<file path="config.mk">
export PLATFORM = sky130hd
export DESIGN_NAME = sopc_data_bus_flat
export DESIGN_NICKNAME = d
export VERILOG_FILES = /design/src/rtl/sopc_data_bus_pkg.sv /design/src/rtl/sopc_data_bus_if.sv /design/src/rtl/sopc_addr_decoder.sv /design/src/rtl/sopc_data_bus.sv /design/src/flat_wrapper.sv
export SDC_FILE = /design/constraint.sdc
export NUM_CORES = 1
export LEC_CHECK = 0
export CAP_MARGIN = 20
export CORE_ASPECT_RATIO = 1.2
export CORE_MARGIN = 5
export CORE_UTILIZATION = 29
export CTS_CLUSTER_SIZE = 12
export DETAILED_ROUTE_END_ITERATION = 8
export HOLD_SLACK_MARGIN = 0.08
export SYNTH_ARGS = -nofsm -noshare
export SYNTH_HDL_FRONTEND = slang
export SYNTH_SLANG_ARGS = --single-unit
</file>
<file path="constraint.sdc">
create_clock -name clk -period 2.5 [get_ports clk]
set_clock_uncertainty 0.1 [all_clocks]
set_input_delay 0.5 -clock clk [delete_from_list [all_inputs] [get_ports clk]]
set_output_delay 0.5 -clock clk [all_outputs]
set_load 0.03 [all_outputs]
</file>
<file path="src/rtl/sopc_data_bus_pkg.sv">
// Shared types and constants for the SOPC data-side interconnect.
// Holds the bus FSM encoding, the default timeout and the error-data value.
package sopc_data_bus_pkg;

    typedef enum logic [1:0] {
        BusIdle = 2'd0,
        BusBusy = 2'd1,
        BusDone = 2'd2
    } bus_state_e;

    localparam int unsigned DefaultTimeout = 15;
    localparam int unsigned CntW           = 8;
    localparam logic [63:0] BusErrData     = 64'h0;

endpackage

</file>
<file path="src/rtl/sopc_data_bus_if.sv">
// CPU-side and slave-side signals of the data interconnect.
// master = CPU, slave = memory-mapped slaves, bus = the interconnect itself.
interface sopc_data_bus_if #(
    parameter int unsigned NUM_SLV = 4,
    parameter int unsigned AW      = 32,
    parameter int unsigned DW      = 32
);
    localparam int unsigned SW = DW / 8;

    logic                  m_ce_i;
    logic                  m_we_i;
    logic [SW-1:0]         m_sel_i;
    logic [AW-1:0]         m_addr_i;
    logic [DW-1:0]         m_data_i;
    logic [DW-1:0]         m_data_o;
    logic                  m_stall_o;
    logic                  m_err_o;
    logic [NUM_SLV-1:0]    s_ce_o;
    logic                  s_we_o;
    logic [SW-1:0]         s_sel_o;
    logic [AW-1:0]         s_addr_o;
    logic [DW-1:0]         s_data_o;
    logic [NUM_SLV*DW-1:0] s_data_i;
    logic [NUM_SLV-1:0]    s_ack_i;

    modport master (
        output m_ce_i, m_we_i, m_sel_i, m_addr_i, m_data_i,
        input  m_data_o, m_stall_o, m_err_o
    );

    modport slave (
        input  s_ce_o, s_we_o, s_sel_o, s_addr_o, s_data_o,
        output s_data_i, s_ack_i
    );

    modport bus (
        input  m_ce_i, m_we_i, m_sel_i, m_addr_i, m_data_i, s_data_i, s_ack_i,
        output m_data_o, m_stall_o, m_err_o, s_ce_o, s_we_o, s_sel_o, s_addr_o, s_data_o
    );

endinterface

</file>
<file path="src/rtl/sopc_addr_decoder.sv">
// Combinational address-window decoder: one-hot hit vector plus any-hit flag.
// Overlapping windows resolve to the lowest slave index.
module sopc_addr_decoder #(
    parameter int unsigned           NUM_SLV  = 4,
    parameter int unsigned           AW       = 32,
    parameter logic [NUM_SLV*AW-1:0] SLV_BASE = '0,
    parameter logic [NUM_SLV*AW-1:0] SLV_MASK = '0
) (
    input  logic [AW-1:0]      addr_i,
    output logic [NUM_SLV-1:0] hit_o,
    output logic               any_hit_o
);

    always_comb begin
        hit_o     = '0;
        any_hit_o = 1'b0;
        for (int unsigned k = 0; k < NUM_SLV; k++) begin
            if (!any_hit_o && ((addr_i & SLV_MASK[k*AW +: AW]) == SLV_BASE[k*AW +: AW])) begin
                hit_o[k]  = 1'b1;
                any_hit_o = 1'b1;
            end
        end
    end

endmodule

</file>
<file path="src/rtl/sopc_data_bus.sv">
// Data-side interconnect between the CPU RAM port and NUM_SLV slaves.
// One transaction at a time: IDLE latches the request, BUSY waits for ack or timeout, DONE returns.
module sopc_data_bus
    import sopc_data_bus_pkg::*;
#(
    parameter int unsigned           NUM_SLV  = 4,
    parameter int unsigned           AW       = 32,
    parameter int unsigned           DW       = 32,
    parameter logic [NUM_SLV*AW-1:0] SLV_BASE = {32'h2000_0000, 32'h3000_0000,
                                                 32'h1000_0000, 32'h0000_0000},
    parameter logic [NUM_SLV*AW-1:0] SLV_MASK = {NUM_SLV{32'hF000_0000}},
    parameter int unsigned           TIMEOUT  = DefaultTimeout
) (
    input  logic         clk,
    input  logic         rst,
    sopc_data_bus_if.bus bus_if
);

    localparam int unsigned    SW         = DW / 8;
    localparam logic [CntW-1:0] TimeoutCnt = CntW'(TIMEOUT);
    localparam logic [DW-1:0]   ErrData    = BusErrData[DW-1:0];

    bus_state_e         state_q;
    logic [CntW-1:0]    cnt_q;
    logic [NUM_SLV-1:0] s_ce_q;
    logic               s_we_q;
    logic [SW-1:0]      s_sel_q;
    logic [AW-1:0]      s_addr_q;
    logic [DW-1:0]      s_data_q;
    logic [DW-1:0]      m_data_q;
    logic               m_err_q;

    logic [NUM_SLV-1:0] hit;
    logic               any_hit;
    logic               ack_hit;
    logic [DW-1:0]      ack_data;
    logic [CntW-1:0]    cnt_inc;

    sopc_addr_decoder #(
        .NUM_SLV  (NUM_SLV),
        .AW       (AW),
        .SLV_BASE (SLV_BASE),
        .SLV_MASK (SLV_MASK)
    ) u_addr_decoder (
        .addr_i    (bus_if.m_addr_i),
        .hit_o     (hit),
        .any_hit_o (any_hit)
    );

    // s_ce_q is one-hot, so OR-ing the selected slices yields the selected slave's data.
    always_comb begin
        ack_data = '0;
        for (int unsigned k = 0; k < NUM_SLV; k++) begin
            if (s_ce_q[k]) begin
                ack_data = ack_data | bus_if.s_data_i[k*DW +: DW];
            end
        end
    end

    assign ack_hit = |(bus_if.s_ack_i & s_ce_q);
    assign cnt_inc = cnt_q + 1'b1;

    always_ff @(posedge clk) begin
        if (rst) begin
            state_q  <= BusIdle;
            cnt_q    <= '0;
            s_ce_q   <= '0;
            s_we_q   <= 1'b0;
            s_sel_q  <= '0;
            s_addr_q <= '0;
            s_data_q <= '0;
            m_data_q <= '0;
            m_err_q  <= 1'b0;
        end else begin
            unique case (state_q)
                BusIdle: begin
                    m_data_q <= '0;
                    m_err_q  <= 1'b0;
                    if (bus_if.m_ce_i) begin
                        s_we_q   <= bus_if.m_we_i;
                        s_sel_q  <= bus_if.m_sel_i;
                        s_addr_q <= bus_if.m_addr_i;
                        s_data_q <= bus_if.m_data_i;
                        if (any_hit) begin
                            s_ce_q  <= hit;
                            state_q <= BusBusy;
                        end else begin
                            m_err_q  <= 1'b1;
                            m_data_q <= ErrData;
                            state_q  <= BusDone;
                        end
                    end
                end
                BusBusy: begin
                    cnt_q <= cnt_inc;
                    // An ack in the timeout cycle still counts as a good completion.
                    if (ack_hit) begin
                        s_ce_q   <= '0;
                        m_data_q <= s_we_q ? '0 : ack_data;
                        state_q  <= BusDone;
                    end else if (cnt_inc == TimeoutCnt) begin
                        s_ce_q   <= '0;
                        m_err_q  <= 1'b1;
                        m_data_q <= ErrData;
                        state_q  <= BusDone;
                    end
                end
                BusDone: begin
                    cnt_q    <= '0;
                    m_data_q <= '0;
                    m_err_q  <= 1'b0;
                    state_q  <= BusIdle;
                end
                default: state_q <= BusIdle;
            endcase
        end
    end

    assign bus_if.m_stall_o = (state_q == BusBusy) || ((state_q == BusIdle) && bus_if.m_ce_i);
    assign bus_if.m_data_o  = m_data_q;
    assign bus_if.m_err_o   = m_err_q;
    assign bus_if.s_ce_o    = s_ce_q;
    assign bus_if.s_we_o    = s_we_q;
    assign bus_if.s_sel_o   = s_sel_q;
    assign bus_if.s_addr_o  = s_addr_q;
    assign bus_if.s_data_o  = s_data_q;

endmodule

</file>
<file path="src/flat_wrapper.sv">
// flat-port wrapper written by rule: the top's interface ports become plain ports
module sopc_data_bus_flat import sopc_data_bus_pkg::*;
#(
    parameter int unsigned           NUM_SLV  = 4,
    parameter int unsigned           AW       = 32,
    parameter int unsigned           DW       = 32,
    parameter logic [NUM_SLV*AW-1:0] SLV_BASE = {32'h2000_0000, 32'h3000_0000,
                                                 32'h1000_0000, 32'h0000_0000},
    parameter logic [NUM_SLV*AW-1:0] SLV_MASK = {NUM_SLV{32'hF000_0000}},
    parameter int unsigned           TIMEOUT  = DefaultTimeout
)
  (clk, rst, bus_if_m_ce_i, bus_if_m_we_i, bus_if_m_sel_i, bus_if_m_addr_i, bus_if_m_data_i, bus_if_s_data_i, bus_if_s_ack_i, bus_if_m_data_o, bus_if_m_stall_o, bus_if_m_err_o, bus_if_s_ce_o, bus_if_s_we_o, bus_if_s_sel_o, bus_if_s_addr_o, bus_if_s_data_o);
  sopc_data_bus_if #(.NUM_SLV(NUM_SLV), .AW(AW), .DW(DW)) bus_if_i ();
  input  logic clk;
  input  logic rst;
  input wire logic [$bits(bus_if_i.m_ce_i)-1:0] bus_if_m_ce_i;
  input wire logic [$bits(bus_if_i.m_we_i)-1:0] bus_if_m_we_i;
  input wire logic [$bits(bus_if_i.m_sel_i)-1:0] bus_if_m_sel_i;
  input wire logic [$bits(bus_if_i.m_addr_i)-1:0] bus_if_m_addr_i;
  input wire logic [$bits(bus_if_i.m_data_i)-1:0] bus_if_m_data_i;
  input wire logic [$bits(bus_if_i.s_data_i)-1:0] bus_if_s_data_i;
  input wire logic [$bits(bus_if_i.s_ack_i)-1:0] bus_if_s_ack_i;
  output wire logic [$bits(bus_if_i.m_data_o)-1:0] bus_if_m_data_o;
  output wire logic [$bits(bus_if_i.m_stall_o)-1:0] bus_if_m_stall_o;
  output wire logic [$bits(bus_if_i.m_err_o)-1:0] bus_if_m_err_o;
  output wire logic [$bits(bus_if_i.s_ce_o)-1:0] bus_if_s_ce_o;
  output wire logic [$bits(bus_if_i.s_we_o)-1:0] bus_if_s_we_o;
  output wire logic [$bits(bus_if_i.s_sel_o)-1:0] bus_if_s_sel_o;
  output wire logic [$bits(bus_if_i.s_addr_o)-1:0] bus_if_s_addr_o;
  output wire logic [$bits(bus_if_i.s_data_o)-1:0] bus_if_s_data_o;
  assign bus_if_i.m_ce_i = bus_if_m_ce_i;
  assign bus_if_i.m_we_i = bus_if_m_we_i;
  assign bus_if_i.m_sel_i = bus_if_m_sel_i;
  assign bus_if_i.m_addr_i = bus_if_m_addr_i;
  assign bus_if_i.m_data_i = bus_if_m_data_i;
  assign bus_if_i.s_data_i = bus_if_s_data_i;
  assign bus_if_i.s_ack_i = bus_if_s_ack_i;
  assign bus_if_m_data_o = bus_if_i.m_data_o;
  assign bus_if_m_stall_o = bus_if_i.m_stall_o;
  assign bus_if_m_err_o = bus_if_i.m_err_o;
  assign bus_if_s_ce_o = bus_if_i.s_ce_o;
  assign bus_if_s_we_o = bus_if_i.s_we_o;
  assign bus_if_s_sel_o = bus_if_i.s_sel_o;
  assign bus_if_s_addr_o = bus_if_i.s_addr_o;
  assign bus_if_s_data_o = bus_if_i.s_data_o;
  sopc_data_bus #(.NUM_SLV(NUM_SLV), .AW(AW), .DW(DW), .SLV_BASE(SLV_BASE), .SLV_MASK(SLV_MASK), .TIMEOUT(TIMEOUT)) u_core (.clk(clk), .rst(rst), .bus_if(bus_if_i));
endmodule
</file>
==> reports/writeup.txt <==
The flow ran to the end, and the final reports show no timing, DRC or antenna violations. The most common logic cell in the final layout is sky130_fd_sc_hd__clkdlybuf4s50_1. Once layout is complete, the cells apart from fillers number 1170. The tools report the met1 routing resource usage after global routing as 0.234. The layout has 333 buffers outside the clock class. TritonCTS built the clock tree. Among all cell classes, the greatest summed area belongs to buffers.

The most common logic cells in the final layout are sky130_fd_sc_hd__clkdlybuf4s50_1 (304), sky130_fd_sc_hd__nand2_1 (176), sky130_fd_sc_hd__dfxtp_1 (116). The worst register-to-register path ends at u_core.bus_if.m_data_o[1]. The commonest cells after synthesis are sky130_fd_sc_hd__nand2_1 (177), sky130_fd_sc_hd__dfxtp_1 (116), sky130_fd_sc_hd__a21oi_1 (78). The worst hold path belongs to the class flop to flop. Based on the critical path, the design can be clocked at up to 425 MHz. The most numerous cell on the critical path is sky130_fd_sc_hd__and3_4. The overall die area is 20600 um2, and the transition at the pin with the smallest max-transition slack is 0.534 ns. For this run, the detailed router's first-pass iteration total came to 4. Setup repair after global routing left no endpoint under its margin. Each instance of the synthesized netlist takes up on average 8.09 um2. For the worst setup path, the data arrival time is 2.55 ns.

The fraction of area in clock buffers and inverters is 0.0692, and the count of tool warnings is 30. The tools report the hold path startpoint as u_core.bus_if.s_addr_o[7]. The floorplan step set the die width to 132 um.

The tools report the number of global-route vias before repair as 5453. The tools report the net load switching power as 1.41 mW. The longest incremental delay of any stage on the critical path is reported as 0.40 ns. The synthesized netlist was found by Yosys to have 638 cells. In the final layout, flip-flops and latches occupy 2320 um2. The wire length recorded after detailed routing is 20700 um. In the finished design the tool counted flip-flops and latches totalling 116. For the worst-case vdd ir drop, the log shows 0.370 mV.

The run gives 0 for the post-route antenna net violation count. During I/O placement, the number of pins put on the boundary was 311. For this sky-water flow run, the detailed-routed wirelength per cell is reported as 17.7 um. Power share of the combinational group: 0.193. For the worst flop-to-flop path, the logic depth is 8.

Between the synthesized netlist and the finished layout, the area growth was recorded as 77.1%. The run gives 0.0929 as the met3 usage in global routing. The logs give 0 for the count of endpoints failing setup in the final report and 4.26 mW for the design internal power. After the first detailed-routing iteration, the DRC count stood at 367.

Measured along the y axis, the die boundary spans 156 um.
-- worst max path at each step --
stage | from | to | slack [ns]
finish | u_core.cnt_q[0] | u_core.bus_if.m_data_o[1] | 0.15
global route | u_core.cnt_q[0] | u_core.bus_if.m_data_o[18] | 0.05
CTS | u_core.cnt_q[0] | u_core.bus_if.s_ce_o[1] | 0.13
detailed placement | bus_if_s_ack_i[2] | u_core.bus_if.m_data_o[1] | 0.14
global placement | bus_if_s_ack_i[2] | u_core.bus_if.m_data_o[20] | 0.16
floorplan | u_core.cnt_q[0] | u_core.bus_if.m_data_o[10] | 0.22
-- cells by family after synthesis --
logic type	Yosys count	share of synthesized area
fa+ha+maj	6	0.0145
flops	116	0.450
compound gates	235	0.306
simple gates	219	0.178
buf+inv	60	0.0482
xor+xnor	2	0.00339
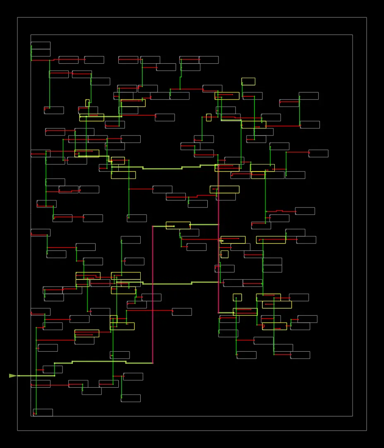
**Above:** clock nets.
Clock Buffer Count: 22
number of sinks on the clock net: 116
total clock network power: 2.59 mW

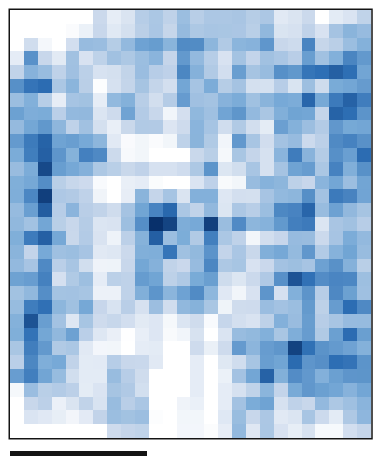
**Above:** wiring heat map.
Scale bar: 50 um. 26 x 31 tiles, from white (low) to dark blue (high), scaled to the fullest tile. Values are wire area over tile area, all layers added.
mean over tiles: 0.16
tiles over half the peak: 24%
fullest tile: 0.47
nearly empty tiles: 6.8%
emptiest ninth of the die: bottom centre
aggregate global-route resource usage: 0.191
routed vias: 5711

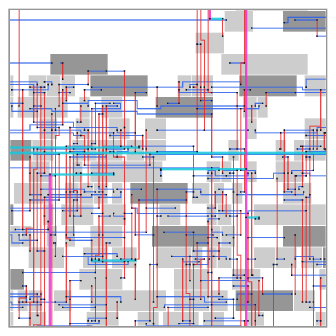
**Above:** close-up of the layout.
Window x 46 to 86, y 58 to 98 um. Cells in grey, sequential cells in the stronger grey; small squares are vias.
legend:
  magenta:
    layer: metal 4
  blue:
    layer: metal 1
  red:
    layer: metal 2
  cyan:
    layer: metal 3
netlist names of flops here include: u_core.cnt_q (3), u_core.bus_if.s_addr_o (2), u_core.state_q (2)
cells with their middle in the window: 97
sequential cells in the window: 9
most frequent: nor2_1 (10), dfxtp_1 (9)

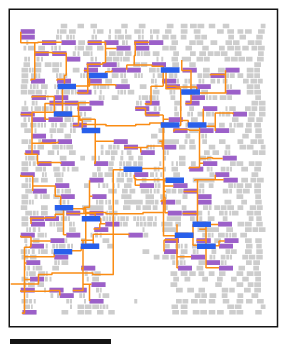
**Above:** clock wires, drivers and flops.
Scale bar: 50 um.
legend:
  orange:
    item: clock wires
    length: 1650 um
  blue:
    item: clock drivers
    count: 17
  purple:
    item: flip-flops
    count: 116
flops lie: spread over the die
latest clock arrival within the worst-skew pair: 0.41 ns
portion of total power attributed to the clock network: 0.456

Power figures rest on the tool's default switching activity, not on a simulated workload.
